Figure 1. Sequential cells grouped by signal name (run 1).
Scale bar: 20 um.
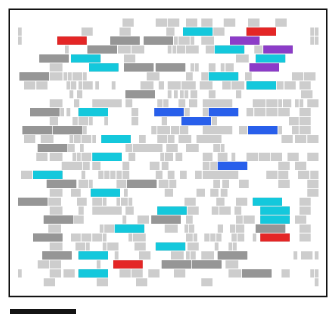
Figure 2. Cell sizes after repair (run 1).
Scale bar: 20 um.
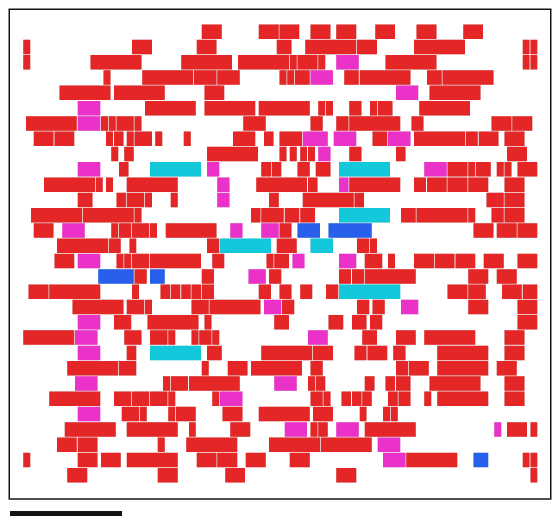
Figure 3. Placement by cell class (run 1).
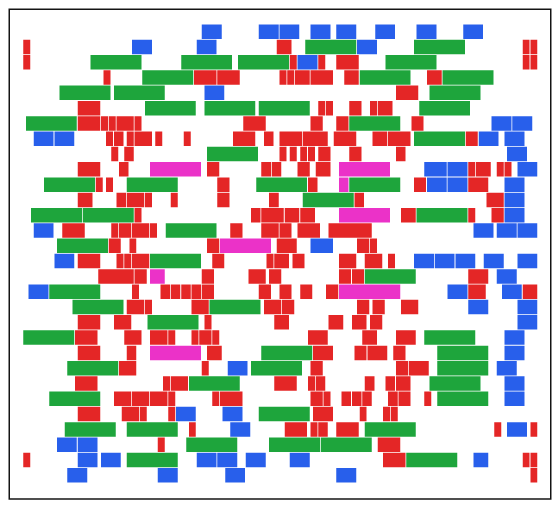
Figure 4. Clock wiring as the flow saved it (run 1).
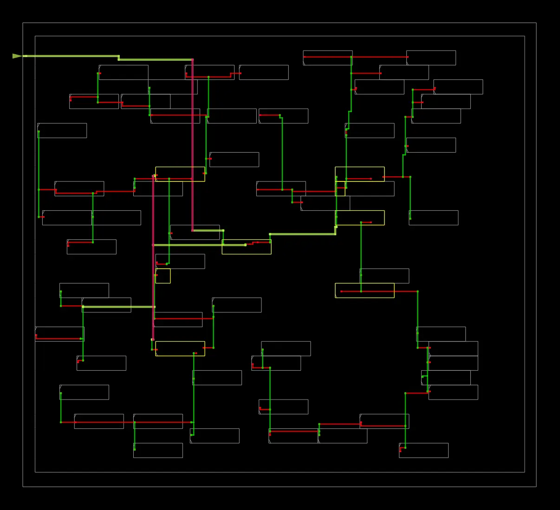
==> src/rtl/bus_page_pkg.sv <==
// Shared encodings for the CPU-bus front end: target selects, controller
// window addresses and the per-page slot action used by the page registers.
package bus_page_pkg;

    localparam logic [1:0] BRAM_SELECT_CONTROLLER = 2'd0;
    localparam logic [1:0] BRAM_SELECT_NORMAL     = 2'd1;
    localparam logic [1:0] BRAM_SELECT_STM        = 2'd2;
    localparam logic [1:0] BRAM_SELECT_MOD        = 2'd3;

    localparam logic [13:0] ADDR_PEND      = 14'h001F;
    localparam logic [13:0] ADDR_PAGE_BASE = 14'h0020;

    localparam logic [13:0] PAGE_BASE_DEFAULT = ADDR_PAGE_BASE;
    localparam logic [13:0] PEND_ADDR_DEFAULT = ADDR_PEND;

    // What a page slot does at a given edge.
    typedef enum logic [1:0] {
        SLOT_HOLD,
        SLOT_LOAD,
        SLOT_DEFER,
        SLOT_APPLY
    } slot_act_e;

endpackage

==> src/rtl/bus_page_slot.sv <==
// One page register with lock-aware deferral: locked writes park in a pending
// buffer and are applied on the first edge the consumer releases the lock.
module bus_page_slot
    import bus_page_pkg::*;
#(
    parameter int PAGE_W = 5
) (
    input  logic              clk,
    input  logic              rst,
    input  logic              commit_i,
    input  logic [PAGE_W-1:0] wdata_i,
    input  logic              lock_i,
    output logic [PAGE_W-1:0] page_o,
    output logic              pend_o,
    output logic              update_o,
    output slot_act_e         act_o
);

    logic [PAGE_W-1:0] page_q, page_d;
    logic [PAGE_W-1:0] pdata_q, pdata_d;
    logic              pend_q, pend_d;
    logic              upd_q, upd_d;
    slot_act_e         act;

    // A fresh commit always beats a deferred apply on the same edge.
    always_comb begin
        act = SLOT_HOLD;
        if (commit_i) begin
            act = lock_i ? SLOT_DEFER : SLOT_LOAD;
        end else if (pend_q && !lock_i) begin
            act = SLOT_APPLY;
        end
    end

    always_comb begin
        page_d  = page_q;
        pdata_d = pdata_q;
        pend_d  = pend_q;
        upd_d   = 1'b0;
        case (act)
            SLOT_LOAD: begin
                page_d = wdata_i;
                pend_d = 1'b0;
                upd_d  = 1'b1;
            end
            SLOT_DEFER: begin
                pdata_d = wdata_i;
                pend_d  = 1'b1;
            end
            SLOT_APPLY: begin
                page_d = pdata_q;
                pend_d = 1'b0;
                upd_d  = 1'b1;
            end
            default: ;
        endcase
    end

    always_ff @(posedge clk or posedge rst) begin
        if (rst) begin
            page_q  <= '0;
            pdata_q <= '0;
            pend_q  <= 1'b0;
            upd_q   <= 1'b0;
        end else begin
            page_q  <= page_d;
            pdata_q <= pdata_d;
            pend_q  <= pend_d;
            upd_q   <= upd_d;
        end
    end

    assign page_o   = page_q;
    assign pend_o   = pend_q;
    assign update_o = upd_q;
    assign act_o    = act;

endmodule

==> src/rtl/bus_page_ctl.sv <==
// CPU-bus front end: one-hot target decode, WE edge detection, a bank of
// lockable page registers and the registered controller readback.
module bus_page_ctl
    import bus_page_pkg::*;
#(
    parameter int                SEL_W     = 2,
    parameter int                CTL_SEL   = 0,
    parameter int                ADDR_W    = 14,
    parameter int                DATA_W    = 16,
    parameter int                NUM_PAGE  = 4,
    parameter int                PAGE_W    = 5,
    parameter logic [ADDR_W-1:0] PAGE_BASE = ADDR_W'(PAGE_BASE_DEFAULT),
    parameter logic [ADDR_W-1:0] PEND_ADDR = ADDR_W'(PEND_ADDR_DEFAULT)
) (
    input  logic                       BUS_CLK,
    input  logic                       RST,
    input  logic                       EN,
    input  logic                       RD,
    input  logic                       WE,
    input  logic [SEL_W-1:0]           BRAM_SELECT,
    input  logic [ADDR_W-1:0]          BRAM_ADDR,
    input  logic [DATA_W-1:0]          DATA_IN,
    output logic [(2**SEL_W)-1:0]      TGT_EN,
    input  logic [NUM_PAGE-1:0]        PAGE_LOCK,
    output logic [NUM_PAGE*PAGE_W-1:0] PAGE,
    output logic [NUM_PAGE-1:0]        PAGE_UPDATE,
    output logic [NUM_PAGE-1:0]        PEND,
    output logic [DATA_W-1:0]          CTL_DATA_OUT
);

    localparam int NUM_SEL = 2**SEL_W;

    logic [2:0]          we_sh_q, we_sh_d;
    logic                ctl_en;
    logic                commit;
    logic [NUM_PAGE-1:0] page_hit;
    logic [NUM_PAGE-1:0] slot_commit;
    logic [DATA_W-1:0]   ctl_data_q, ctl_data_d;
    slot_act_e           slot_act [NUM_PAGE];
    logic                unused_data;

    assign unused_data = ^DATA_IN;

    always_comb begin
        TGT_EN = '0;
        for (int s = 0; s < NUM_SEL; s++) begin
            TGT_EN[s] = EN && (BRAM_SELECT == SEL_W'(s));
        end
    end

    assign ctl_en = TGT_EN[CTL_SEL];

    // WE is asynchronous; the shift register doubles as synchroniser, and
    // 011 marks the second sampled-high edge, giving one commit per pulse.
    assign we_sh_d = {we_sh_q[1:0], WE & ctl_en};
    assign commit  = (we_sh_q == 3'b011);

    always_comb begin
        for (int i = 0; i < NUM_PAGE; i++) begin
            page_hit[i] = (BRAM_ADDR == PAGE_BASE + ADDR_W'(i));
        end
    end

    assign slot_commit = commit ? page_hit : '0;

    for (genvar g = 0; g < NUM_PAGE; g++) begin : g_slot
        bus_page_slot #(
            .PAGE_W (PAGE_W)
        ) u_slot (
            .clk      (BUS_CLK),
            .rst      (RST),
            .commit_i (slot_commit[g]),
            .wdata_i  (DATA_IN[PAGE_W-1:0]),
            .lock_i   (PAGE_LOCK[g]),
            .page_o   (PAGE[g*PAGE_W +: PAGE_W]),
            .pend_o   (PEND[g]),
            .update_o (PAGE_UPDATE[g]),
            .act_o    (slot_act[g])
        );
    end

    always_comb begin
        ctl_data_d = ctl_data_q;
        if (ctl_en && RD) begin
            ctl_data_d = '0;
            if (BRAM_ADDR == PEND_ADDR) begin
                ctl_data_d = DATA_W'(PEND);
            end
            for (int i = 0; i < NUM_PAGE; i++) begin
                if (page_hit[i]) begin
                    ctl_data_d = DATA_W'(PAGE[i*PAGE_W +: PAGE_W]);
                end
            end
        end
    end

    always_ff @(posedge BUS_CLK or posedge RST) begin
        if (RST) begin
            we_sh_q    <= 3'b000;
            ctl_data_q <= '0;
        end else begin
            we_sh_q    <= we_sh_d;
            ctl_data_q <= ctl_data_d;
        end
    end

    assign CTL_DATA_OUT = ctl_data_q;

endmodule

==> config.mk <==
export PLATFORM = sky130hd
export DESIGN_NAME = bus_page_ctl
export DESIGN_NICKNAME = d
export VERILOG_FILES = /design/src/rtl/bus_page_pkg.sv /design/src/rtl/bus_page_slot.sv /design/src/rtl/bus_page_ctl.sv
export SDC_FILE = /design/constraint.sdc
export NUM_CORES = 1
export LEC_CHECK = 0
export CAP_MARGIN = 40
export CORE_ASPECT_RATIO = 0.9
export CORE_MARGIN = 2
export CORE_UTILIZATION = 40
export CTS_BUF_LIST = sky130_fd_sc_hd__clkbuf_16
export CTS_CLUSTER_DIAMETER = 80
export DETAILED_ROUTE_END_ITERATION = 6
export PLACE_DENSITY_LB_ADDON = 0.05
export REMOVE_ABC_BUFFERS = 1
export SYNTH_ARGS = -nofsm -noshare
export SYNTH_HDL_FRONTEND = slang
export SYNTH_SLANG_ARGS = --single-unit
==> constraint.sdc <==
create_clock -name BUS_CLK -period 6.1 [get_ports BUS_CLK]
set_input_delay 0.915 -clock BUS_CLK [delete_from_list [all_inputs] [get_ports BUS_CLK]]
set_output_delay 0.915 -clock BUS_CLK [all_outputs]
set_load 0.01 [all_outputs]
==> changes_impl.md, run 1 <==
### Physical design

- Status: completed
- Largest net degree at the start of global routing: 57
- Dpl cells: 442
- Area of the core: 7470 um2
- Via density: 5.39
- Flops out of synthesis: 56
- Ys flop type: dfrtp_1
- WHS Endpoint: we_sh_q[1]$_DFF_PP0_
- R2R depth: 5
- Ant. Diodes: 0
- Initial antenna violation count: 0
- Setup ws final: 2680 ps
- Most frequent cells after synthesis: dfrtp_1, nor2_1, a21oi_1, buf_4, nand2_1
- Initial core utilization: 40.8%
- First-pass GRT wire length: 12,200 um
- Residual DRC: 0
- Reg2reg setup slack: 3900 ps
- Post-synth EDFFs: 0
- Area delta synth->final: 26.2%
- Tightest Pin Transition: 724 ps
- Nets: 394
- Root Driver: clkbuf_16
- Syn_area_per_cell: 10.1 um2
- Static leakage: 1.68 nW
- Die Ht: 86.8 um
- Worst min path class: reg2reg
- Crit. End Element: flip-flop
- RR Endpoint: g_slot[0].u_slot.page_o[1]$_DFFE_PP0N_
- RSZ-0062 raised after global routing: false
- Finished Layout Cells: 450
- # resized after CTS: 0
- IO Pins: 89
- Hold-fix buffers, CTS: 0
- Chip area: 8340 um2
- YS chip area: 3050 um2
- CP arrival: 3660 ps
- CTS sink count: 56
- Worst Setup EP: g_slot[3].u_slot.page_o[2]$_DFFE_PP0N_
- YS warnings: 0
- Crit path top cell by count: or4_1
- Fmax: 0.292 GHz
- Asr flop ratio synth: 100%
- Count of final setup violators: 0
- Clk_skew: 3.52 ps
- Routed Antenna Nets: 0
- Max incr delay on CP: 790 ps
- Final period util: 56.1%
- First DRT Iteration DRCs: 139
- Crit. Startpoint: BRAM_ADDR[11]
- Yosys cell types: 47
- Post-layout util: 51.5%
- Synthesized cell area: 3050 um2
- Count leader, synth: dfrtp_1
- Post-synth area hogs: dfrtp_1, mux2_2, buf_4
- Dominant logic cell types in the final layout: clkdlybuf4s50_1, dfrtp_1, nor2_1
- Setup slack at placement: 2390 ps
- Share of cells above drive strength 1: 13.8%
- Top cell excl fill/tap: clkdlybuf4s50_1
- Rows: 30
- Worst hold path startpoint: we_sh_q[0]$_DFF_PP0_
- Total CTS buffers: 5
- Top cell type by total area after synthesis: dfrtp_1
- Crit-path max FO: 14
- Gr ovfl total: 0
- First-pass detailed-route iteration total: 5
- Setup TNS Final: 0 ps
- DP HPWL: 5430 um
- Final Hold Fails: 0
- Yosys cell count: 302
- Worst slew margin: 51.7%
- WL final: 7690 um
- Reg2reg start: we_sh_q[2]$_DFF_PP0_
- Max IR drop VDD: 96.7 uV
- Syn Inst Count: 302
- Crit-path slowest cell: or4_1
- Routed len/inst: 17.1 um
- CTS tree: built
- Cells along the critical path: clkdlybuf4s50_1, or4_1, or4_1, o31ai_2, o221a_2
Back to the opening pictures, Figure 1:
[red] g_slot.u_slot.update_o | flops: 4
[blue] CTL_DATA_OUT | flops: 5
[cyan] g_slot.u_slot.page_o | flops: 20
[purple] we_sh_q | flops: 3

Back to the opening pictures, Figure 2:
[blue] _3 and _4 cells | cells: 5
[cyan] _6 and larger | cells: 7
[red] _0 and _1 cells | cells: 305
[magenta] _2 cells | cells: 37

Back to the opening pictures, Figure 3:
[magenta] clock drivers and dummy loads | cells: 8 | share of their area: 4.5%
[red] combinational and other logic | cells: 221 | share of their area: 39%
[green] flops | cells: 56 | share of their area: 38%
[blue] other buffers and delay cells | cells: 69 | share of their area: 19%

Back to the opening pictures, Figure 4:
seq_cells: 56
Clock Latency Late Sink: 290 ps

==> run 1: logic make-up (layout without fill, tap and decap cells) <==
logic type / after synthesis / in the layout / share of synthesized area [%]
AOI/OAI and AO/OA: 67 / 67 / 16.7
buffers and inverters: 51 / 93 / 9.07
DFF: 56 / 56 / 46.0
muxes: 21 / 21 / 7.76
other: 1 / 11 / 0.123
and+or+nand+nor: 106 / 106 / 20.4
==> run 1: worst max-delay path: cells and delay by family <==
family,cells,cell delay (ps)
compound gates,2,770
buf+inv,1,390
simple gates,2,1570
==> run 1: state kept, by name, indices dropped and copies added (netlist names) <==
signal and count:
g_slot.u_slot.pend_o 4, g_slot.u_slot.page_o 20, g_slot.u_slot.pdata_q 20, g_slot.u_slot.update_o 4, we_sh_q 3, CTL_DATA_OUT 5
==> run 1: layout make-up <==
| cell class | instances | area, um2 |
|---|---|---|
| Sequential cell | 56 | 1400 |
| Tap cell | 96 | 120 |
| Multi-Input combinational cell | 205 | 1410 |
| Clock buffer | 5 | 125 |
| Clock inverter | 3 | 42.5 |
| Fill cell | 684 | 3620 |
| Timing Repair Buffer | 69 | 691 |
| Inverter | 16 | 60.1 |
==> run 1: through the flow <==
step                area [um2]  hold WS [ps]
floorplan                 2870           354
global placement          3660           368
detailed placement        3680           370
CTS                       3850           388
global route              3850           407
finish                    3850           382
==> run 1: power breakdown <==
part / switching, mW / internal [mW] / leakage, nW
Sequential: 0.00433 / 0.378 / 0.737
Combinational: 0.0502 / 0.0425 / 0.867
Clock: 0.132 / 0.193 / 0.0798
Total: 0.186 / 0.614 / 1.68
==> run 1: routing by layer <==
metal	GRT usage, %	vias to the layer above	part of all wire (%)
li1	-	1190	-
met1	28.5	1144	49
met2	29.5	83	44
met3	3.57	7	5.9
met4	4.81	0	1.2
met5	0	-	0
Figure 5. Routed clock nets over the placement (run 1).
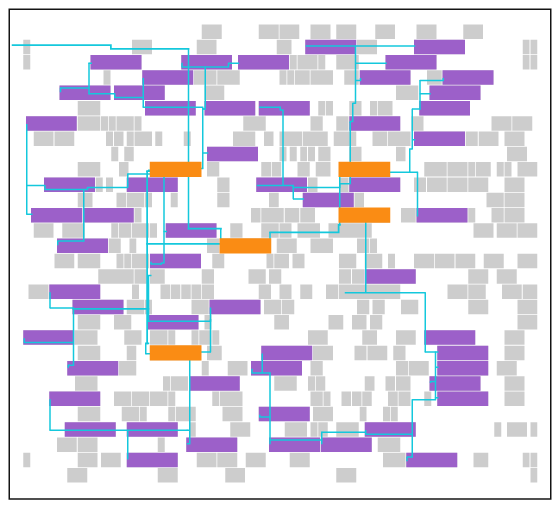

==> run 2: changes to the inputs <==
- clock period: 6.1 -> 3.3 ns (I/O delays scaled with it)
Figure 6. Routed clock nets over the placement (run 2).
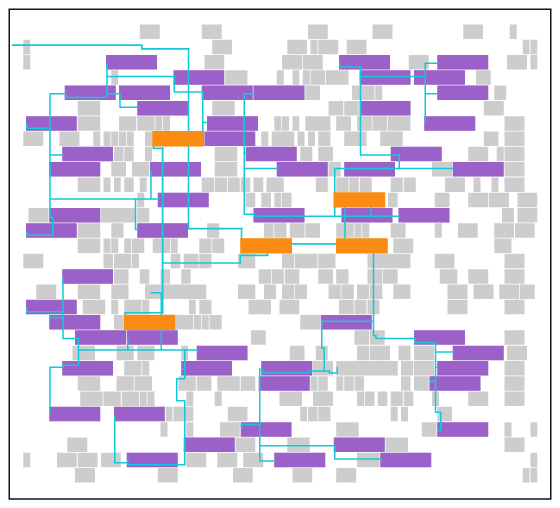
[orange] clock drivers | count: 5
[cyan] clock wires | length: 692 um
[purple] flip-flops | count: 56
flops lie: spread over the die
routed clock nets: 6

Figure 7. Clock wiring as the flow saved it (run 2).
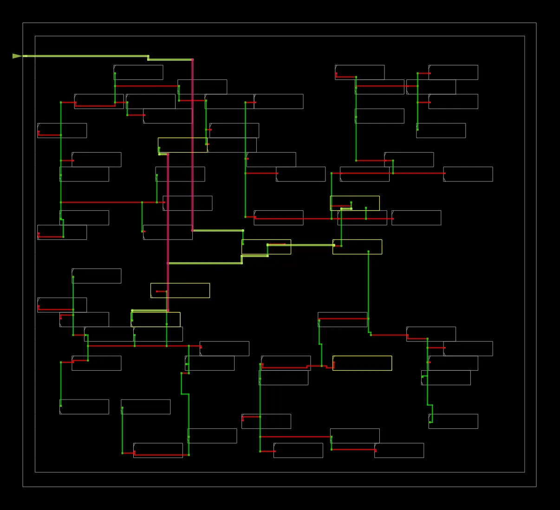
total CTS buffers: 5
CTS sink count: 56
clk pwr: 665 uW
clk_skew: 4.90 ps

==> run 2 against run 1 <==
Compared with the run above:
- critical path type unchanged
- combinational power increased by about 90%
- clock skew increased by 1.4 ps
- global-route usage increased by 0.21 points
- worst setup slack got worse by 2100 ps
- critical path depth unchanged
- first-iteration DRC count increased by 50%
- hold slack improved by 15 ps
- synthesized cell count unchanged
- wire length increased by 2.1%
- critical endpoint is now g_slot[3].u_slot.pdata_q[2]$_DFFE_PP0N_
- non-clock buffer count increased by 9
- cell count increased by 1.8%
- sequential power increased by 85%
- highest routed layer unchanged
==> changes_impl.md, run 2 <==
### Physical design

- Status: completed
- Worst Setup EP: g_slot[3].u_slot.pdata_q[2]$_DFFE_PP0N_
- First DRT Iteration DRCs: 208
- Nets: 403
- Residual DRC: 0
- Count leader, synth: dfrtp_1
- Cell area after layout: 3930 um2
- Finished Layout Cells: 458
- DP HPWL: 5820 um
- RSZ-0062 raised after global routing: false
- Hold-fix buffers, CTS: 0
- Crit-path max FO: 6
- Worst min path class: reg2reg
- Asr flop ratio synth: 100%
- Routed Antenna Nets: 0
- Worst slew margin: 61.2%
- Post-synth EDFFs: 0
- Crit. Startpoint: BRAM_ADDR[11]
- Setup TNS Final: 0 ps
- Initial antenna violation count: 0
- Chip area: 8340 um2
- Rows: 30
- Initial core utilization: 40.8%
- Most frequent cells after synthesis: dfrtp_1, nor2_1, a21oi_1, buf_4, nand2_1
- RR Endpoint: g_slot[2].u_slot.page_o[4]$_DFFE_PP0N_
- Area of the core: 7470 um2
- Dpl cell area: 3740 um2
- Post-layout util: 52.5%
- Largest net degree at the start of global routing: 32
- Fillcell total: 700
- Final period util: 82.4%
- Synthesized cell area: 3050 um2
- Ant. Diodes: 0
- YS chip area: 3050 um2
- Top cell type by total area after synthesis: dfrtp_1
- Final Hold Fails: 0
- IO Pins: 89
- Ys flop type: dfrtp_1
- Setup ws final: 582 ps
- Share of cells above drive strength 1: 15.7%
- Comb. cell area: 1410 um2
- R2R depth: 4
- Dpl cells: 451
- Via density: 5.51
- Clock Latency Late Sink: 290 ps
- Fmax: 0.368 GHz
- Hold_ws: 397 ps
- YS warnings: 0
- Reg2reg setup slack: 1130 ps
- WL final: 7850 um
- Gr ovfl total: 0
- Crit. End Element: flip-flop
- Reg2reg start: we_sh_q[2]$_DFF_PP0_
- # resized after CTS: 0
- Max IR drop VDD: 272 uV
- Die Ht: 86.8 um
- Setup slack at placement: 286 ps
- Syn_area_per_cell: 10.1 um2
- Count of final setup violators: 0
- CTS tree: built
Figure 8. Cell sizes after repair (run 2).
Scale bar: 20 um.
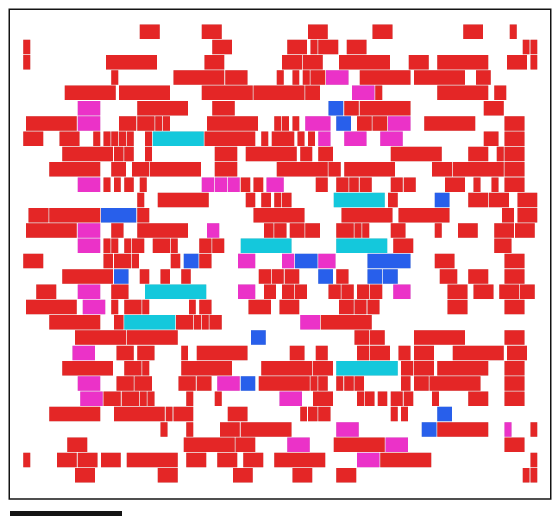
[red] _0 and _1 cells | cells: 305
[cyan] _6 and larger | cells: 7
[blue] _3 and _4 cells | cells: 15
[magenta] _2 cells | cells: 35

[run 2: kinds of logic after synthesis]
family	count (synthesis)	synth area share (%)
flops	56	46.0
simple gates	106	20.4
mux	21	7.76
other cells	1	0.123
buf+inv	51	9.07
compound gates	67	16.7
[run 2: layer usage]
metal,vias up,share of wire [%],global-route usage (%)
met4,0,0.78,5.84
met2,105,46,30.8
met5,-,0,0
met1,1213,45,27.8
li1,1201,-,-
met3,5,8.1,3.30
[run 2: how the worst min path moves through the flow]
stage | from | to | slack (ps) | depth (start not counted)
5_1_grt | we_sh_q[0]$_DFF_PP0_ | we_sh_q[1]$_DFF_PP0_ | 410 | 0
2_1_floorplan | we_sh_q[1]$_DFF_PP0_ | we_sh_q[2]$_DFF_PP0_ | 350 | 0
4_1_cts | we_sh_q[0]$_DFF_PP0_ | we_sh_q[1]$_DFF_PP0_ | 400 | 0
6_report | we_sh_q[0]$_DFF_PP0_ | we_sh_q[1]$_DFF_PP0_ | 400 | 0
3_5_place_dp | we_sh_q[0]$_DFF_PP0_ | we_sh_q[1]$_DFF_PP0_ | 380 | 0
3_3_place_gp | we_sh_q[1]$_DFF_PP0_ | we_sh_q[2]$_DFF_PP0_ | 370 | 0
[run 2: cell type report]
type	count	area share, %
Tap cell	96	3.06
Sequential cell	56	35.7
Inverter	16	1.53
Clock buffer	5	3.19
Clock inverter	2	1.53
Timing Repair Buffer	78	19.1
Multi-Input combinational cell	205	35.9
[run 2: worst max-delay path, stage by stage]
cell and delay [ps]:
clkdlybuf4s50_1 390, or4_1 650, or4_1 570, or3_1 430, mux2_1 350
[run 2: report_power, final]
part | internal, mW | switching (mW)
Sequential | 0.699 | 0.00829
Clock | 0.431 | 0.234
Combinational | 0.0826 | 0.0936
Total | 1.21 | 0.336
Power is estimated from default activity; no workload was simulated.
